$ cat src/rtl/sumador_reg_if.sv
// ---------------------------------------------------------------------------
// sumador_reg_if
//   Operand/result bundle for the registered adder.
//   master : drives in_valid, A, B; observes Z and the flags.
//   slave  : the adder itself; consumes operands, produces Z and the flags.
// Signals
//   in_valid  operands valid this cycle
//   A, B      WIDTH-bit operands (unsigned or two's complement)
//   Z         registered sum, low WIDTH bits
//   carry     registered unsigned carry-out
//   overflow  registered signed overflow
//   zero      1 when Z == 0
//   out_valid Z and the flags hold a new result this cycle
// ---------------------------------------------------------------------------
interface sumador_reg_if #(
    parameter int WIDTH = 32
);
    logic             in_valid;
    logic [WIDTH-1:0] A;
    logic [WIDTH-1:0] B;
    logic [WIDTH-1:0] Z;
    logic             carry;
    logic             overflow;
    logic             zero;
    logic             out_valid;

    modport master (
        output in_valid, A, B,
        input  Z, carry, overflow, zero, out_valid
    );

    modport slave (
        input  in_valid, A, B,
        output Z, carry, overflow, zero, out_valid
    );
endinterface

$ cat src/rtl/sumador_reg.sv
// ---------------------------------------------------------------------------
// sumador_reg
//   Registered two-operand adder for the MIPS datapath (PC+4, branch target).
//   Z = (A + B) mod 2^WIDTH, registered one cycle after in_valid, together
//   with carry-out, signed overflow and a zero flag.
//   The sum uses 4-bit carry-lookahead groups; group generate/propagate
//   terms feed a flattened group-level lookahead unit, so no carry ripples
//   from group to group.
// Ports
//   clk    in  single clock, rising edge
//   reset  in  synchronous, active-high; clears Z/flags, drops out_valid
//   bus    sumador_reg_if.slave (in_valid, A, B -> Z, carry, overflow,
//          zero, out_valid)
// Parameters
//   WIDTH  operand/result width, multiple of 4, minimum 4
// ---------------------------------------------------------------------------
module sumador_reg #(
    parameter int WIDTH = 32
) (
    input  logic          clk,
    input  logic          reset,
    sumador_reg_if.slave  bus
);

    localparam int NG = WIDTH / 4;

    // Group generate/propagate of a 4-bit slice: {G, P}.
    function automatic logic [1:0] grp_gp(input logic [3:0] a, input logic [3:0] b);
        logic [3:0] g;
        logic [3:0] p;
        logic       gg;
        g  = a & b;
        p  = a ^ b;
        gg = g[3] | (p[3] & g[2]) | (p[3] & p[2] & g[1]) | (p[3] & p[2] & p[1] & g[0]);
        return {gg, &p};
    endfunction

    // Sum of a 4-bit slice with in-group lookahead carries.
    function automatic logic [3:0] grp_sum(input logic [3:0] a, input logic [3:0] b,
                                           input logic cin);
        logic [2:0] g;
        logic [3:0] p;
        logic [3:0] c;
        g    = a[2:0] & b[2:0];
        p    = a ^ b;
        c[0] = cin;
        c[1] = g[0] | (p[0] & cin);
        c[2] = g[1] | (p[1] & g[0]) | (p[1] & p[0] & cin);
        c[3] = g[2] | (p[2] & g[1]) | (p[2] & p[1] & g[0]) | (p[2] & p[1] & p[0] & cin);
        return p ^ c;
    endfunction

    // Group-level lookahead: carry into group k is the OR over every lower
    // group j of G[j] gated by the propagates of all groups between j and k.
    // Written as a sum of products so each carry is two logic levels deep in
    // the group terms rather than a chain. Carry-in to bit 0 is zero.
    function automatic logic [NG:0] grp_carries(input logic [NG-1:0] gg,
                                                input logic [NG-1:0] pp);
        logic [NG:0] c;
        logic        t;
        c = '0;
        for (int k = 1; k <= NG; k++) begin
            for (int j = 0; j < k; j++) begin
                t = gg[j];
                for (int m = j + 1; m < k; m++) begin
                    t = t & pp[m];
                end
                c[k] = c[k] | t;
            end
        end
        return c;
    endfunction

    logic [NG-1:0]    w_grp_g;
    logic [NG-1:0]    w_grp_p;
    logic [NG:0]      w_grp_c;
    logic [WIDTH-1:0] w_sum;
    logic             w_carry;
    logic             w_ovf;

    for (genvar gi = 0; gi < NG; gi++) begin : g_grp
        assign {w_grp_g[gi], w_grp_p[gi]} = grp_gp(bus.A[4*gi +: 4], bus.B[4*gi +: 4]);
        assign w_sum[4*gi +: 4] = grp_sum(bus.A[4*gi +: 4], bus.B[4*gi +: 4], w_grp_c[gi]);
    end

    assign w_grp_c = grp_carries(w_grp_g, w_grp_p);
    assign w_carry = w_grp_c[NG];
    // Signed overflow: operands share a sign that the result does not.
    assign w_ovf   = (bus.A[WIDTH-1] == bus.B[WIDTH-1]) && (w_sum[WIDTH-1] != bus.A[WIDTH-1]);

    logic [WIDTH-1:0] r_z;
    logic             r_carry;
    logic             r_ovf;
    logic             r_valid;

    // Output register: Z/flags load only on in_valid and otherwise hold.
    always_ff @(posedge clk) begin
        if (reset) begin
            r_z     <= '0;
            r_carry <= 1'b0;
            r_ovf   <= 1'b0;
            r_valid <= 1'b0;
        end else begin
            r_valid <= bus.in_valid;
            if (bus.in_valid) begin
                r_z     <= w_sum;
                r_carry <= w_carry;
                r_ovf   <= w_ovf;
            end
        end
    end

    assign bus.Z         = r_z;
    assign bus.carry     = r_carry;
    assign bus.overflow  = r_ovf;
    // Decoded from the registered sum so it can never disagree with Z.
    assign bus.zero      = (r_z == '0);
    assign bus.out_valid = r_valid;

endmodule

$ cat src/flat_wrapper.sv
// flat-port wrapper written by rule: the top's interface ports become plain ports
module sumador_reg_flat 
#(
    parameter int WIDTH = 32
)
  (clk, reset, bus_in_valid, bus_A, bus_B, bus_Z, bus_carry, bus_overflow, bus_zero, bus_out_valid);
  sumador_reg_if #(.WIDTH(WIDTH)) bus_i ();
  input  logic clk;
  input  logic reset;
  input wire logic [$bits(bus_i.in_valid)-1:0] bus_in_valid;
  input wire logic [$bits(bus_i.A)-1:0] bus_A;
  input wire logic [$bits(bus_i.B)-1:0] bus_B;
  output wire logic [$bits(bus_i.Z)-1:0] bus_Z;
  output wire logic [$bits(bus_i.carry)-1:0] bus_carry;
  output wire logic [$bits(bus_i.overflow)-1:0] bus_overflow;
  output wire logic [$bits(bus_i.zero)-1:0] bus_zero;
  output wire logic [$bits(bus_i.out_valid)-1:0] bus_out_valid;
  assign bus_i.in_valid = bus_in_valid;
  assign bus_i.A = bus_A;
  assign bus_i.B = bus_B;
  assign bus_Z = bus_i.Z;
  assign bus_carry = bus_i.carry;
  assign bus_overflow = bus_i.overflow;
  assign bus_zero = bus_i.zero;
  assign bus_out_valid = bus_i.out_valid;
  sumador_reg #(.WIDTH(WIDTH)) u_core (.clk(clk), .reset(reset), .bus(bus_i));
endmodule
$ cat config.mk
export PLATFORM = sky130hd
export DESIGN_NAME = sumador_reg_flat
export DESIGN_NICKNAME = d
export VERILOG_FILES = /design/src/rtl/sumador_reg_if.sv /design/src/rtl/sumador_reg.sv /design/src/flat_wrapper.sv
export SDC_FILE = /design/constraint.sdc
export NUM_CORES = 1
export LEC_CHECK = 0
export CORE_UTILIZATION = 48
export CTS_CLUSTER_SIZE = 8
export DETAILED_ROUTE_END_ITERATION = 16
export PLACE_DENSITY = 0.86
export SLEW_MARGIN = 5
export SYNTH_ARGS = -nofsm -noshare
export SYNTH_HDL_FRONTEND = slang
export SYNTH_SLANG_ARGS = --single-unit
$ cat constraint.sdc
create_clock -name clk -period 6 [get_ports clk]
set_clock_uncertainty 0.1 [all_clocks]
set_input_delay 1.2 -clock clk [delete_from_list [all_inputs] [get_ports clk]]
set_output_delay 1.2 -clock clk [all_outputs]
set_load 0.02 [all_outputs]
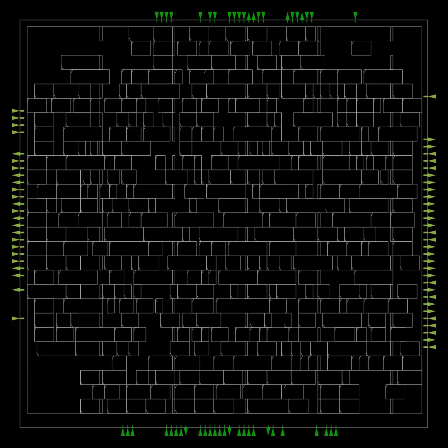
Figure 1: run 1, cell outlines without signal wires.
Seq area share: 18.06%
Non-Filler Instances: 471
Well Taps: 72
fill cell count: 428

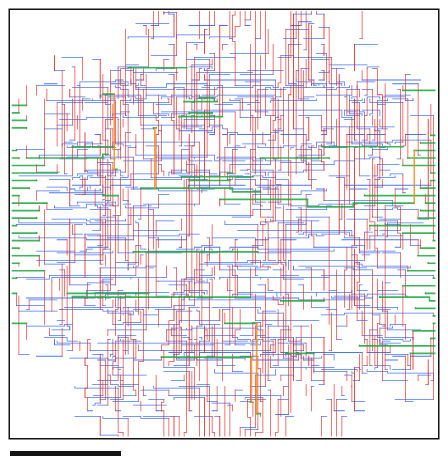
Figure 2: run 1, metal layers overlaid.
The bar under the picture is 20 microns long.
metal 3: marked green, wire length 468 microns. metal 1: marked blue, wire length 3280 microns. metal 4: marked orange, wire length 58.5 microns. metal 2: marked red, wire length 3400 microns.
WL per Instance: 15.30 microns
Total Routing Usage GR: 24.24%

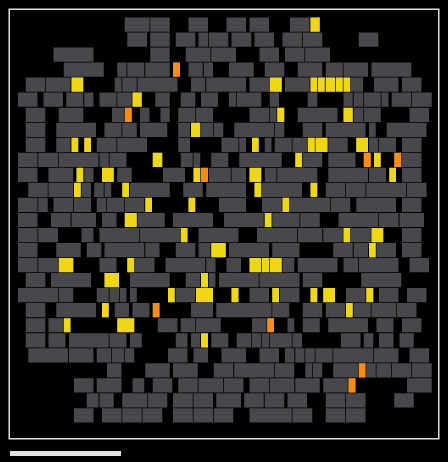
Figure 3: run 1, logic cells by family.
The bar under the picture is 20 microns long.
nor cells: marked yellow, cells 59, most used nor2_1. inv cells: marked orange, cells 9, most used inv_1.
Comb area share: 50.42%
dominant logic cell type in the layout: clkdlybuf4s50_1

==> impl_metrics.ini, run 1 <==
; synthesis and place-and-route metrics
[status]
outcome = finished, final reports clean

[final_timing]
clock.fmax_ghz = 0.2458
min_period_ps = 4068
finalClockPeriodUsage_pct = 67.81
fin_setup_tns_ps = 0
rsz0062_at_grt = no
fin_ws_ps = 1932
slew_viol_final = 0
hold_violations = 0
slew_headroom_pct = 36.51
worst_pin_slew_ps = 952.4
timing.hold.ws_ps = 382.0
setup_violations = 0

[cts]
htree_levels = 2
root_buffer = clkbuf_8
cts.sinks = 35
cts_resized = 0
clock_latency_ps = 280
postCtsSetupBuffers = 0
clk_path_buf_depth = 2
cts_inserted_buffers = 5
clk_pin_slew_worst_paths_ps = 70
cts_tree = built
hold_buffers = 0

[critical_path]
rr_startpoint = u_core.bus.Z[15]$_SDFFE_PP0P_
crit_type = input port to flop
cp_num_buf_inv = 1
path_max_fanout = 6
critPathSlowestCell = a2111oi_4
critPathArrivalTime_ps = 4160
crit_path_max_incr_delay_ps = 410
crit_path_start_kind = input port
worst_r2r_path_depth = 3
r2r-end = u_core.bus.Z[15]$_SDFFE_PP0P_
reg2reg_slack_ps = 5040
crit_family = AND-OR/OR-AND gates
required_ps = 6090
worstSetupEndpointType = flop
crit_path_frequent_cell = nand2_1
crit_chain = clkdlybuf4s50_1 > ha_1 > a211oi_2 > nor2_1 > a2111oi_4 > o211ai_4 > o21ai_2 > nand2_1 > nand2_1 > o21ai_1 > fa_1 > xnor2_1 > a211oi_1

[floorplan]
boundaryPins = 103
chipArea_sq_mm = 0.005996
rows = 27
die_y_microns = 77.44
initial_core_util_pct = 49.60
design.core.area_sq_mm = 0.005507
die_w_microns = 77.44

[yosys]
top_area_share_pct = 25.65
async_flop_share_pct = 0
top_cells_by_count = 37 x nor2_1, 35 x dfxtp_1, 32 x ha_1
ys_warn_count = 0
yosysCellCount = 301
syn-num-nets = 408
synth_area_leader_cell = dfxtp_1
ys_seq_share_pct = 25.65
synth_cell_types = 60
ys_ff = 35
synth.area.top_cells = dfxtp_1 26%, ha_1 15%, fa_1 5.9%, nor2_1 5.1%, mux2i_1 4.8%
edf_count = 0
avgSynthCellArea_sq_um = 9.074
synthesis.area_sq_mm = 0.002731
top_cell = nor2_1
synthCells = 301
yosys_area_sq_mm = 0.002731
ys.flop_type = dfxtp_1

[power_and_ir_drop]
power_mw = 0.7797
swShare_pct = 34.25
internal_power_mw = 0.5127
combPwrFrac_pct = 42.1
p_sw_mw = 0.2670
p_seq_share_pct = 35.8
pwr-share-clk_pct = 22.1
ir_drop_uv = 156.1
p_leak_nw = 1.567
power_density_mw_per_mm2 = 201.0

[final_layout]
drive_above_1_share_pct = 5.764
diodes = 0
fin_nets = 506
utilization_pct = 70.44

[grt]
gr-total-overflow = 0
use_met1_pct = 32.58
met3_usage_pct = 4.941
grt_pass1_vias = 2627
grt_pass1_wl_microns = 11850
grt_antenna_before_repair = 0
met2_usage_pct = 39.91
grt_max_degree = 50
grt.busiest_layer = met2

[min_path]
hold_start = u_core.bus.carry$_SDFFE_PP0P_
hold_path.class = flop to flop
worstHoldPathCells = 2
hold_end = u_core.bus.carry$_SDFFE_PP0P_

[detailed_routing]
drtAntennaViolNets = 0
dr.pass1.iters = 6
wl_met2_microns = 3396
wirelength_microns = 7204
drt-met1-wl_microns = 3281
num_vias = 2732
drtIter0Drc = 153
avgViaCountPerCell = 5.800
drc_errors = 0
dr_wl_met3_microns = 468

[placed_design]
io_buffers = 102
place_ws_ps = 1638
place_hpwl_microns = 5739
gp_congestion = 0.9078

[job]
tool_warnings = 26
cap_violations = 0
-- run 1: power by group through the flow --
stage / Sequential (mW) / Clock (mW) / Combinational (mW)
floorplan: 0.308 / 0 / 0.164
detailed placement: 0.284 / 0 / 0.326
global route: 0.281 / 0.184 / 0.356
CTS: 0.279 / 0.175 / 0.328
finish: 0.279 / 0.173 / 0.328
global placement: 0.283 / 0 / 0.319
-- run 1: tightest hold or removal path, delay by kind of cell (launching register included) --
kind | cells | cell delay, ps
AND-OR/OR-AND | 1 | 50
AND/OR/NAND/NOR | 1 | 80
flip-flops | 1 | 310
-- run 1: layout by cell type, fill, tap and decap left out, drive strengths merged, types with 3 or more instances in the layout --
| master | netlist | routed |
|---|---|---|
| ha | 32 | 32 |
| o311ai | 3 | 3 |
| or4 | 4 | 4 |
| a31oi | 4 | 4 |
| nor3 | 6 | 6 |
| clkbuf | 8 | 6 |
| nor2 | 37 | 37 |
| nor4 | 9 | 9 |
| a21oi | 13 | 13 |
| and2 | 3 | 3 |
| clkdlybuf4s50 | 0 | 100 |
| nand3 | 10 | 10 |
| nand4 | 4 | 4 |
| a211oi | 13 | 13 |
| inv | 9 | 9 |
| and3 | 3 | 3 |
| o21ai | 9 | 9 |
| a21o | 10 | 10 |
| nand2 | 15 | 15 |
| nor3b | 3 | 3 |
| mux2i | 13 | 13 |
| xnor2 | 11 | 11 |
| dfxtp | 35 | 35 |
| fa | 8 | 8 |
-- run 1: through the flow --
| step | area [sq um] | cells |
|---|---|---|
| after floorplan | 2731 | 301 |
| after global placement | 3791 | 464 |
| after detailed placement | 3791 | 464 |
| after CTS | 3879 | 471 |
| after global routing | 3879 | 471 |
| final | 3879 | 471 |
-- run 1: area by class of cell --
| type | count | area [sq um] |
|---|---|---|
| Fill cell | 428 | 1628 |
| Timing Repair Buffer | 102 | 1011 |
| Clock inverter | 1 | 5.005 |
| Tap cell | 72 | 90.09 |
| Clock buffer | 6 | 82.58 |
| Inverter | 9 | 33.78 |
| Multi-Input combinational cell | 246 | 1956 |
| Sequential cell | 35 | 700.7 |
-- run 1: worst max-delay path by stage --
stage | from | end | slack, ps | depth (start not counted)
floorplan | bus_B[9] | u_core.bus.Z[28]$_SDFFE_PP0P_ | 2330 | 12
global placement | bus_B[9] | u_core.bus.Z[28]$_SDFFE_PP0P_ | 1770 | 13
CTS | bus_B[9] | u_core.bus.Z[29]$_SDFFE_PP0P_ | 1940 | 13
global route | bus_B[9] | u_core.bus.Z[29]$_SDFFE_PP0P_ | 1730 | 13
detailed placement | bus_B[9] | u_core.bus.Z[29]$_SDFFE_PP0P_ | 1640 | 13
finish | bus_B[9] | u_core.bus.Z[29]$_SDFFE_PP0P_ | 1930 | 13
-- run 1: registers in the layout, indices dropped and copies added, names as in the netlist --
signal / flops
u_core.bus.Z: 32
u_core.bus.carry: 1
u_core.bus.out_valid: 1
u_core.bus.overflow: 1
-- run 1: kinds of logic after synthesis --
logic type / synth area share, %
xor+xnor: 4.169
buf+inv: 2.748
compound gates: 22.63
fa+ha+maj: 20.52
flops: 25.65
simple gates: 19.51
mux: 4.764
Figure 4. Placement by cell class (run 1).
The bar under the picture is 20 microns long. Fill, decap, tap and diode cells in grey.
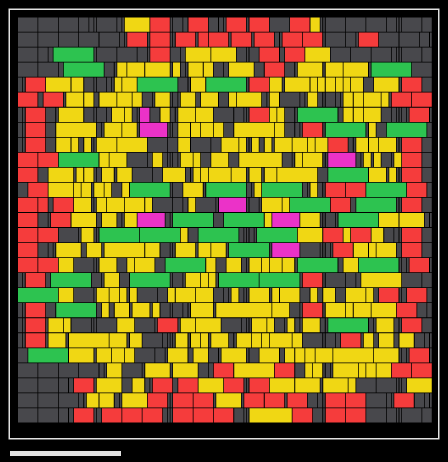

==> run 2, diff against run 1 <==
- CORE_UTILIZATION: 48 -> 45
- PLACE_DENSITY: 0.86 -> 0.81
- clock period: 6 -> 4.07 ns (I/O delays scaled with it)
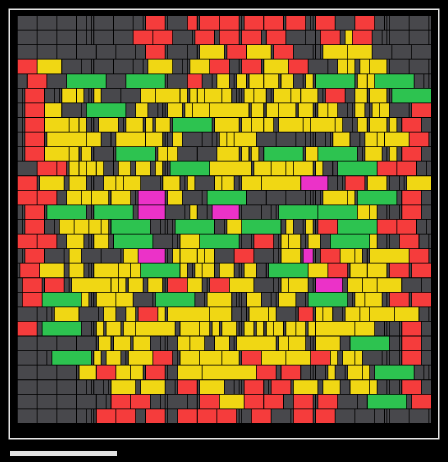
Figure 5: run 2, placement by cell class.
The bar under the picture is 20 microns long. Fill, decap, tap and diode cells in grey.
sequential cells: marked green, cells 35, share of their area 18%. remaining buffers and delay cells: marked red, cells 104, share of their area 27%. combinational and other logic: marked yellow, cells 255, share of their area 52%. clock drivers and dummy loads: marked magenta, cells 7, share of their area 2.3%.

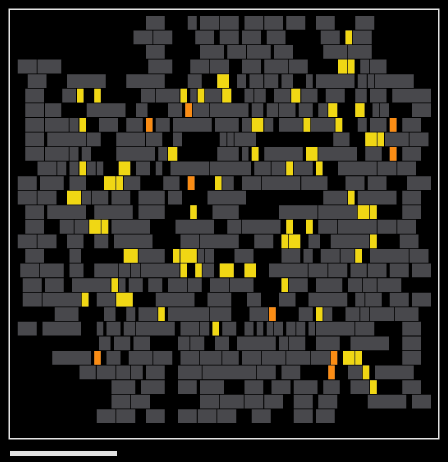
Figure 6: run 2, logic cells by family.
The bar under the picture is 20 microns long.
nor cells: marked yellow, cells 59, most used nor2_1. inv cells: marked orange, cells 9, most used inv_1.

==> impl_metrics.ini, run 2 <==
; synthesis and place-and-route metrics
[yosys]
top_cell = nor2_1
synthCells = 301
async_flop_share_pct = 0
ys_ff = 35
yosys_area_sq_mm = 0.002731
top_area_share_pct = 25.65
ys_seq_share_pct = 25.65
synth_area_leader_cell = dfxtp_1
synth.area.top_cells = dfxtp_1 26%, ha_1 15%, fa_1 5.9%, nor2_1 5.1%, mux2i_1 4.8%
ys_warn_count = 0
syn-num-nets = 408
synthesis.area_sq_mm = 0.002731
top_cells_by_count = 37 x nor2_1, 35 x dfxtp_1, 32 x ha_1
edf_count = 0
synth_cell_types = 60
avgSynthCellArea_sq_um = 9.074
yosysCellCount = 301
ys.flop_type = dfxtp_1

[detailed_routing]
wirelength_microns = 7321
drc_errors = 0
avgViaCountPerCell = 5.697
dr.pass1.iters = 4
routedWlPerCell_microns = 15.38
drtIter0Drc = 149
drtAntennaViolNets = 0
num_vias = 2712

[placed_design]
place_hpwl_microns = 5803
io_buffers = 102
gp_congestion = 0.8549
place_ws_ps = 76.67

[floorplan]
chipArea_sq_mm = 0.006386
design.core.area_sq_mm = 0.005886
rows = 28
die_w_microns = 79.91
boundaryPins = 103
die_y_microns = 79.91
initial_core_util_pct = 46.41

[final_layout]
layout.cells.most_common = clkdlybuf4s50_1
fin_nets = 508
nFillCells = 495
syn2layout_area_growth_pct = 42.69
drive_above_1_share_pct = 6.234
diodes = 0
largest_reg_flops = 32
final_cell_mix = 100 x clkdlybuf4s50_1, 37 x nor2_1, 35 x dfxtp_1, 32 x ha_1, 15 x nand2_1

[job]
tool_warnings = 26
cap_violations = 0

[critical_path]
worst_r2r_path_depth = 3
required_ps = 4110
critPathSlowestCell = clkdlybuf4s50_1
cp-startpoint = bus_B[9]
crit_path_max_incr_delay_ps = 440
crit_type = input port to flop
critPathArrivalTime_ps = 3760
cp-endpoint = u_core.bus.Z[28]$_SDFFE_PP0P_
rr_startpoint = u_core.bus.Z[15]$_SDFFE_PP0P_
path_max_fanout = 6
r2r-end = u_core.bus.Z[15]$_SDFFE_PP0P_
crit_path_frequent_cell = nand2_1
crit_chain = clkdlybuf4s50_1 > ha_1 > and4_4 > nand3_2 > or4_4 > o211ai_4 > o21ai_2 > nand2_1 > nand2_1 > o21ai_1 > fa_1 > mux2i_1 > nor2_1
reg2reg_slack_ps = 3130
crit_path_start_kind = input port
worstSetupEndpointType = flop

[status]
outcome = finished, final reports clean

[final_timing]
slew_headroom_pct = 40.57
finalClockPeriodUsage_pct = 91.58
min_period_ps = 3727
slew_viol_final = 0
hold_violations = 0
clock.fmax_ghz = 0.2683
worst_pin_slew_ps = 891.4
rsz0062_at_grt = no
fin_ws_ps = 342.8
fin_setup_tns_ps = 0
setup_violations = 0

[grt]
grt_antenna_before_repair = 0
grt_pass1_wl_microns = 11660
grt_max_degree = 50
gr-usage-all-layers_pct = 23.26
grt_pass1_vias = 2527
gr-total-overflow = 0

[cts]
postCtsSetupBuffers = 0
htree_levels = 2
hold_buffers = 0
cts_tree = built
cts_inserted_buffers = 5
cts_resized = 0
cts.sinks = 35
root_buffer = clkbuf_8
clock_latency_ps = 280
clk_pin_slew_worst_paths_ps = 70
clk_path_buf_depth = 2

[min_path]
hold_path.class = flop to flop
hold_start = u_core.bus.carry$_SDFFE_PP0P_

[power_and_ir_drop]
ir_drop_uv = 275.7
power_density_mw_per_mm2 = 294.4
p_leak_nw = 1.576
power_mw = 1.147
==> run 2: worst min path at each step <==
stage	endpoint	slack [ps]	cells past startpoint
finish	u_core.bus.carry$_SDFFE_PP0P_	390	2
global route	u_core.bus.Z[17]$_SDFFE_PP0P_	430	2
CTS	u_core.bus.carry$_SDFFE_PP0P_	390	2
detailed placement	u_core.bus.carry$_SDFFE_PP0P_	380	2
global placement	u_core.bus.carry$_SDFFE_PP0P_	380	2
floorplan	u_core.bus.carry$_SDFFE_PP0P_	460	2
==> run 2: metrics by stage <==
step                      area, sq um  util (%)  std cells  hold WS, ps
after floorplan                  2731         -        301        455.6
after global placement           3810     64.73        469        376.2
after detailed placement         3810     64.73        469        382.0
after CTS                        3897     66.22        476        391.8
after global routing             3897     66.22        476        428.1
final                            3897     66.22        476        392.9
==> run 2: logic make-up (layout without fill, tap and decap cells) <==
group	count (synthesis)	after routing	share of synthesized area, %
simple gates	104	104	19.51
xor+xnor	13	13	4.169
mux	13	13	4.764
flops	35	35	25.65
buf+inv	20	120	2.748
fa+ha+maj	40	40	20.52
compound gates	76	76	22.63
==> run 2: per-layer routing <==
metal,wire (microns),GRT usage [%],up-vias
met5,0,0,-
li1,-,-,1336
met4,184,6.786,0
met2,3573,40.00,100
met3,408,4.114,18
met1,3155,29.49,1258
==> run 2: power breakdown <==
part | total (mW) | switching, mW | internal [mW]
clock network | 0.252 | 0.119 | 0.133
logic | 0.484 | 0.239 | 0.245
registers | 0.412 | 0.0325 | 0.379
==> run 2: cell type report <==
class	count	area (sq um)	share of cell area [%]
inverter	9	33.78	0.8668
tap	75	93.84	2.408
timing repair buffer	104	1026	26.32
multi-input combinational	246	1956	50.18
clock inverter	1	5.005	0.1284
clock buffer	6	82.58	2.119
sequential	35	700.7	17.98
==> run 2: worst max-delay path: cells and delay by family <==
family / cells / cell delay [ps]
buf+inv: 1 / 440
simple gates: 6 / 1040
fa+ha+maj: 2 / 840
mux: 1 / 140
compound gates: 3 / 490
==> run 3, diff against run 2 <==
- CTS_CLUSTER_DIAMETER: unset -> 80
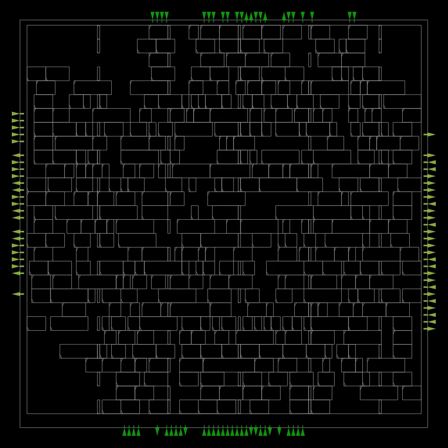
Figure 7: run 3, cell outlines without signal wires.
Core Area: 0.005886 sq mm
Well Taps: 75
fill cell count: 495

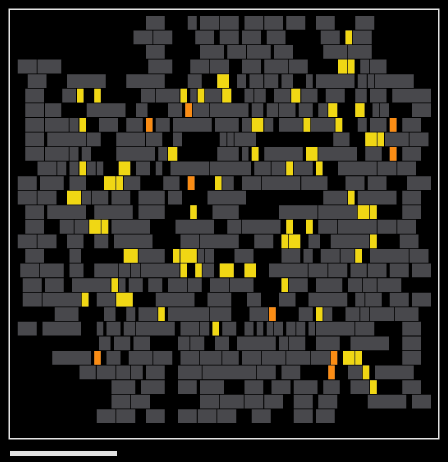
Figure 8: run 3, logic cells by family.
The bar under the picture is 20 microns long.
Comb area share: 50.18%
Non-Filler Instances: 476

==> impl_metrics.ini, run 3 <==
; synthesis and place-and-route metrics
[status]
outcome = finished, final reports clean

[critical_path]
rr_startpoint = u_core.bus.Z[15]$_SDFFE_PP0P_
crit_path_max_incr_delay_ps = 440
reg2reg_slack_ps = 3130
worst_r2r_path_depth = 3
crit_chain = clkdlybuf4s50_1 > ha_1 > and4_4 > nand3_2 > or4_4 > o211ai_4 > o21ai_2 > nand2_1 > nand2_1 > o21ai_1 > fa_1 > mux2i_1 > nor2_1
critPathSlowestCell = clkdlybuf4s50_1
crit_family = simple AND/OR/NAND/NOR gates
path_depth = 13
cp_num_buf_inv = 1
required_ps = 4110
crit_path_frequent_cell = nand2_1
path_max_fanout = 6
critPathArrivalTime_ps = 3760
crit_path_start_kind = input port
crit_type = input port to flop
r2r-end = u_core.bus.Z[15]$_SDFFE_PP0P_
worstSetupEndpointType = flop

[yosys]
simple_gate_share_pct = 19.51
aoi_share_pct = 22.63
ys.flop_type = dfxtp_1
synth_area_leader_cell = dfxtp_1
edf_count = 0
synthXorXnorAreaFrac_pct = 4.169
async_flop_share_pct = 0
logic_family = AND-OR/OR-AND gates
synth_cell_types = 60
avgSynthCellArea_sq_um = 9.074
syn-num-nets = 408
fa_ha_area_share_pct = 20.52
ys_seq_share_pct = 25.65
top_cells_by_count = 37 x nor2_1, 35 x dfxtp_1, 32 x ha_1
top_cell = nor2_1
synth.area.top_cells = dfxtp_1 26%, ha_1 15%, fa_1 5.9%, nor2_1 5.1%, mux2i_1 4.8%
top_area_share_pct = 25.65
yosysCellCount = 301

[final_layout]
fin_nets = 508
largest_reg_flops = 32
layout.cells.most_common = clkdlybuf4s50_1
utilization_pct = 66.22
final_cell_mix = 100 x clkdlybuf4s50_1, 37 x nor2_1, 35 x dfxtp_1, 32 x ha_1, 15 x nand2_1
syn2layout_area_growth_pct = 42.69
drive_above_1_share_pct = 6.234
diodes = 0

[power_and_ir_drop]
combPwrFrac_pct = 42.2
pwr-share-clk_pct = 21.9
power_density_mw_per_mm2 = 294.4
p_seq_share_pct = 35.9
power_mw = 1.147
p_leak_nw = 1.576
swShare_pct = 34.04

[detailed_routing]
num_vias = 2712
drtAntennaViolNets = 0
drc_errors = 0
routedWlPerCell_microns = 15.38
avgViaCountPerCell = 5.697
dr.pass1.iters = 4

[floorplan]
boundaryPins = 103
initial_core_util_pct = 46.41

[final_timing]
clock.fmax_ghz = 0.2683
slew_headroom_pct = 40.57
finalClockPeriodUsage_pct = 91.58
setup_violations = 0
hold_violations = 0
rsz0062_at_grt = no
min_period_ps = 3727

[cts]
cts_inserted_buffers = 5
cts.sinks = 35
root_buffer = clkbuf_8
hold_buffers = 0
clk_path_buf_depth = 2
postCtsSetupBuffers = 0
cts_tree = built

[placed_design]
io_buffers = 102
gp_congestion = 0.8549
place_hpwl_microns = 5803
place_ws_ps = 76.67

[grt]
grt_pass1_vias = 2527
grt_antenna_before_repair = 0

[min_path]
hold_end = u_core.bus.carry$_SDFFE_PP0P_
hold_start = u_core.bus.carry$_SDFFE_PP0P_
hold_path.class = flop to flop
[run 3: cell counts after synthesis]
Identical to the previous run, type by type.
[run 3: final cells by class]
cell class,count,area share (%)
Sequential cell,35,17.98
Timing Repair Buffer,104,26.32
Inverter,9,0.8668
Clock inverter,1,0.1284
Multi-Input combinational cell,246,50.18
Tap cell,75,2.408
Clock buffer,6,2.119
[run 3: kinds of logic after synthesis]
logic type	Yosys count
flops	35
compound gates	76
mux	13
simple gates	104
buf+inv	20
xor+xnor	13
fa+ha+maj	40
[run 3: power by group through the flow]
| stage | clock [mW] | sequential, mW | combinational [mW] |
|---|---|---|---|
| 5_1_grt | 0.272 | 0.415 | 0.528 |
| 4_1_cts | 0.258 | 0.411 | 0.485 |
| 6_report | 0.252 | 0.412 | 0.484 |
| 3_3_place_gp | 0 | 0.418 | 0.472 |
| 3_5_place_dp | 0 | 0.418 | 0.482 |
| 2_1_floorplan | 0 | 0.454 | 0.241 |
[run 3: per-stage QoR]
stage          std cells  hold slack (ps)  instance area [sq um]
6_report             476            392.9                   3897
4_1_cts              476            391.8                   3897
5_1_grt              476            428.1                   3897
3_5_place_dp         469            382.0                   3810
3_3_place_gp         469            376.2                   3810
2_1_floorplan        301            455.6                   2731
[run 3: metal layers]
metal	up-vias	global-route usage (%)	routed length, microns
li1	1336	-	-
met1	1258	29.49	3155
met4	0	6.786	184
met2	100	40.00	3573
met5	-	0	0
met3	18	4.114	408
[run 3: worst register-to-register path, stage by stage, from the launching register on]
cell	delay, ps
dfxtp_1	340
nor3b_1	140
a31oi_1	170
nand3_1	90
[run 3: worst max path at each step]
stage                               endpoint  slack (ps)      from
5_1_grt        u_core.bus.Z[29]$_SDFFE_PP0P_         150  bus_B[9]
2_1_floorplan  u_core.bus.Z[28]$_SDFFE_PP0P_         790  bus_B[9]
3_5_place_dp   u_core.bus.Z[28]$_SDFFE_PP0P_          80  bus_B[9]
4_1_cts        u_core.bus.Z[28]$_SDFFE_PP0P_         370  bus_B[9]
3_3_place_gp   u_core.bus.Z[28]$_SDFFE_PP0P_         220  bus_B[9]
6_report       u_core.bus.Z[28]$_SDFFE_PP0P_         340  bus_B[9]
No activity file was given, so power comes from the tool's default toggle rates.
